Design debug_controller, sky130hd; sources not shown.
### Met1 routing, run 1

Scale bar: 10 um. Cells faint in the background.
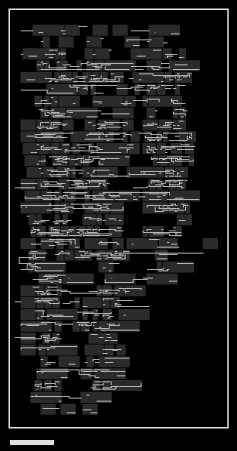
wire length on this layer = 1520 um
share of all routed wire = 34%
nets with wire on the layer = 239
met1 Resource Use GR: 17.3%
via count: 1834

### Placement view, run 1

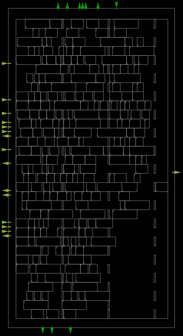
Finished Layout Cells: 309
Seq area share: 27.9%
Tapcells: 52
std cell rows: 33
core area: 4090 sq um

### The metal 3 layer, run 1

Scale bar: 10 um. Cells faint in the background.
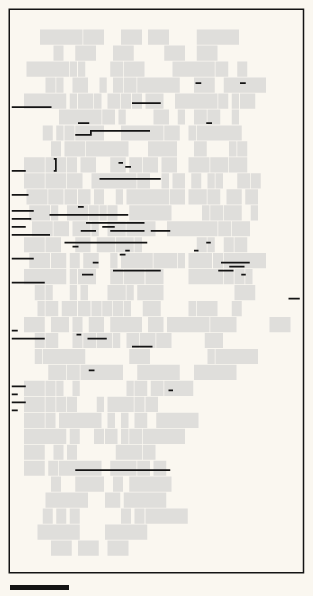
share of all routed wire = 3.9%
wire length on this layer = 177 um
main direction = horizontal
Routed WL: 4510 um
met3 Use GR: 3.42%

### The metal 2 layer, run 1

Cells faint in the background.
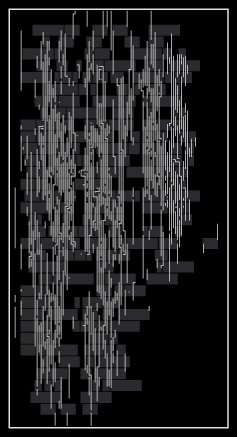
nets with wire on the layer = 239
wire length on this layer = 2560 um
M2 GR Usage: 41.1%

==> flow_metrics.tcl, run 1 <==
# collected from the flow reports
set metrics [dict create \
    outcome "complete, no violations" \
    avgSynthCellArea_sq_um 8.31 \
    holdPathStages 2 \
    mux_share_pct 3.17 \
    critPathMaxFanout 6 \
    most_common_cell "dfxtp_1" \
    area_growth_pct 21.0 \
    die.size.y_um 95.8 \
    grt_overflow 0 \
    ys_top_logic_family "simple AND/OR/NAND/NOR gates" \
    cts-htree-levels 2 \
    maxCapViolCount 0 \
    holdBufCountCts 0 \
    antenna_left 0 \
    cts_max_path_buffers 2 \
    grt_pass1_wl_um 7670 \
    min_period_ns 3.02 \
    rsz0062_at_grt "no" \
    finalWorstSetupSlack_ns 0.232 \
    ff_type "dfxtp_1" \
    drive_gt1_share_pct 10.5 \
    worstPathBufferInverterCount 0 \
    synth_warnings 6 \
    synthesis.area_sq_um 1890 \
    async_flop_share_pct 0 \
    critPathSlowestCell "or4_4" \
    grt_max_degree 17 \
    required_ns 3.44 \
    synth_cells 228 \
    layout.nets 272 \
    yosys-top-cells-area "dfxtp_1 34%, a21oi_1 4.0%, nand2_1 3.8%" \
    path_depth 10 \
    layout_top_cells "32 x dfxtp_1, 22 x clkdlybuf4s50_1, 19 x nand2_1, 15 x a21oi_1, 15 x nor2_1" \
    yosys_cells 228 \
    worstSetupEndpointType "register" \
    cts.sinks 32 \
    clk_latency_ns 0.28 \
    cts_resized 0 \
    clock_skew_ns 0.00713 \
    ys_sh_simple_pct 36.0 \
    slowest_delay_ns 0.51 \
    grtUsageTotal_pct 20.7 \
    r2r_cells 10 \
    top_area_share_pct 33.8 \
    tns_ns 0 \
    drc 0 \
    warnings 28 \
    place_congestion 0.911 \
    clk_pin_slew_worst_paths_ns 0.06 \
    crit_chain "ha_1 > and3_1 > nand3_1 > mux2i_1 > or4_4 > nor4b_4 > nand4bb_1 > a211o_1 > o2111ai_2 > o31ai_1" \
]
[run 1: metal layers]
metal	GRT usage [%]	vias to the layer above	part of all wire, %
met5	0	-	0
met1	17.3	848	34
li1	-	896	-
met4	16.0	0	5.6
met3	3.42	23	3.9
met2	41.1	67	57
[run 1: stage by stage]
stage / power [mW] / instance area, sq um / hold slack, ns / utilization [%] / instances
finish: 1.37 / 2290 / 0.453 / 56.1 / 309
global route: 1.46 / 2290 / 0.478 / 56.1 / 309
CTS: 1.37 / 2300 / 0.454 / 56.2 / 309
detailed placement: 1.08 / 2220 / 0.445 / 54.3 / 302
global placement: 1.08 / 2220 / 0.444 / 54.3 / 302
floorplan: 0.913 / 1890 / 0.430 / - / 228
[run 1: tightest hold or removal path: stages (launching register included)]
cell	delay, ns
dfxtp_1	0.31
nand2_1	0.05
a21oi_1	0.05
[run 1: power by group]
part,internal (mW),switching [mW],total [mW],leakage [nW]
clock,0.145,0.144,0.289,0.0410
sequential,0.436,0.0434,0.480,0.259
combinational,0.260,0.337,0.597,0.559
total,0.842,0.524,1.37,0.859
[run 1: cells by family after synthesis]
family | after synthesis
fa+ha+maj | 4
compound gates | 47
flops | 32
mux | 6
buf+inv | 23
simple gates | 112
xor+xnor | 4
[run 1: area by class of cell]
cell class                 count  area [sq um]
sequential                    32           641
fill                         384          1800
multi-input combinational    173          1150
inverter                       9          33.8
clock inverter                 1          5.00
timing repair buffer          36           329
clock buffer                   6          72.6
tap                           52          65.1
### Sequential cells colored by netlist name, run 1

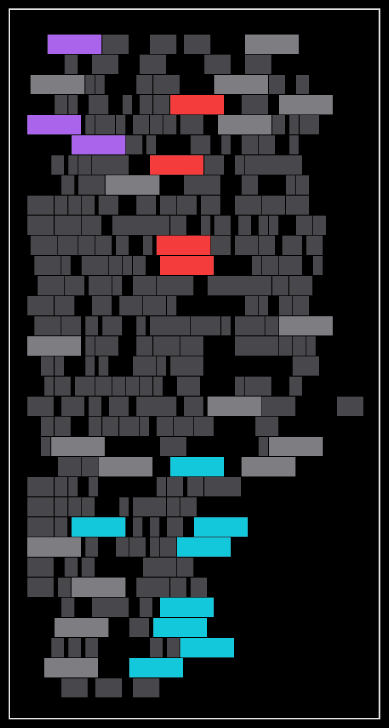

==> inputs of run 2 (changes only) <==
Settings changed: CORE_UTILIZATION 45 to 56, DONT_BUFFER_PORTS from default to 1, PLACE_DENSITY 0.79 to 0.83.
### Sequential cells colored by netlist name, run 2

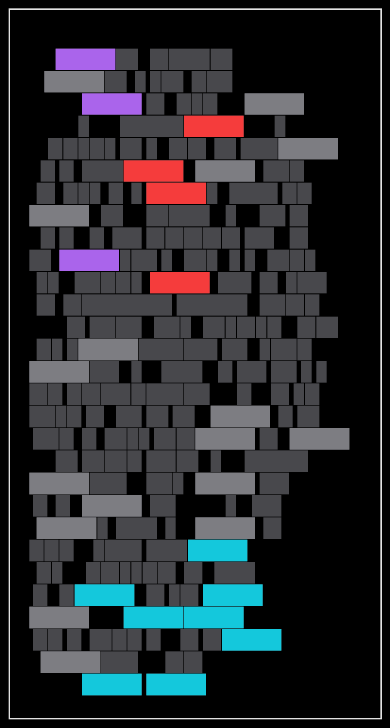
purple -> op_q  # sequential cells 3
cyan -> lat_q  # sequential cells 8, where bottom middle
red -> state_q  # sequential cells 4, where top middle
not colored = 17
Seq area share: 31.2%
Post-Route Utilization: 64.2%
Flop area: 641 sq um
Seq group: 0.484 mW

### Met1 routing, run 2

Scale bar: 10 um. Cells faint in the background.
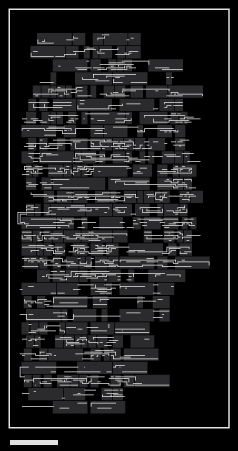
nets with wire on the layer = 232
longest straight run = 20.7 um
met1 Resource Use GR: 25.4%
via count: 1744
Routed WL: 4480 um

==> flow_metrics.tcl, run 2 <==
# collected from the flow reports
set metrics [dict create \
    synthesis.area_sq_um 1890 \
    critPathSlowestCell "clkbuf_1" \
    total_power_mw 1.43 \
    most_common_cell "dfxtp_1" \
    outcome "complete, no violations" \
    layout.nets 247 \
    grt_use_met2_pct 43.4 \
    r2r_cells 11 \
    grt_max_degree 24 \
    synth_cells 228 \
    antenna_left 0 \
    min_period_ns 3.08 \
    tns_ns 0 \
    top_area_share_pct 33.8 \
    clock_skew_ns 0.00673 \
    drive_gt1_share_pct 10.7 \
    place_congestion 0.972 \
    yosys_cells 228 \
    avgSynthCellArea_sq_um 8.31 \
    slowest_delay_ns 0.44 \
    grtUsageTotal_pct 25.6 \
    rows 29 \
    grt_overflow 0 \
    drc 0 \
    async_flop_share_pct 0 \
    cts_max_path_buffers 2 \
    synth_warnings 6 \
    cts.sinks 32 \
    finalWorstSetupSlack_ns 0.173 \
]
### The metal 3 layer, run 2

Scale bar: 10 um. Cells faint in the background.
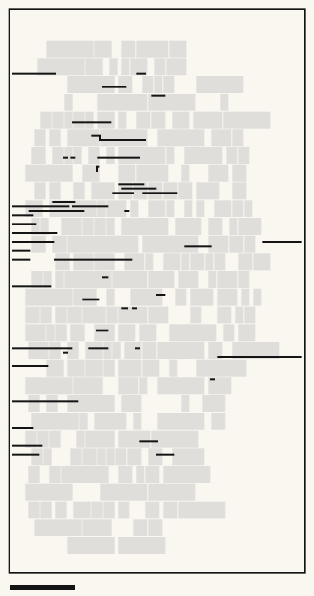
main direction = horizontal
nets with wire on the layer = 30
longest straight run = 12.6 um
met3 Use GR: 5.83%

-- run 2: cell counts after synthesis --
No cell type changed its count.
-- run 2: per-stage QoR --
stage,instances,instance area [sq um]
3_3_place_gp,256,1940
3_5_place_dp,256,1940
6_report,264,2050
2_1_floorplan,228,1890
4_1_cts,264,2070
5_1_grt,264,2050
-- run 2: cell families after synthesis --
kind of cell             Yosys count  synth area share (%)
buffers and inverters             23                  5.68
multiplexers                       6                  3.17
AND/OR/NAND/NOR                  112                  36.0
XOR/XNOR                           4                  1.85
flip-flops                        32                  33.8
AND-OR/OR-AND                     47                  16.8
adder cells (fa/ha/maj)            4                  2.64
-- run 2: cell type report --
class | count | area [sq um]
tap | 31 | 38.8
timing repair buffer | 11 | 71.3
clock inverter | 1 | 30.0
sequential | 32 | 641
inverter | 9 | 33.8
multi-input combinational | 173 | 1140
fill | 289 | 1140
clock buffer | 7 | 96.3
-- run 2: critical path, delay by kind of cell (launching register included) --
family	cells	cell delay, ns
compound gates	2	0.54
simple gates	2	0.56
flops	1	0.31
buf+inv	2	0.73
-- run 2: layer usage --
metal,routed length (um),share of wire (%)
met2,2440,54
met5,0,0
met1,1580,35
met4,267,6.0
met3,192,4.3
-- run 2: power by group --
part | internal, mW | switching, mW
sequential | 0.436 | 0.0481
clock | 0.271 | 0.154
combinational | 0.199 | 0.320
No activity file was given, so power comes from the tool's default toggle rates.
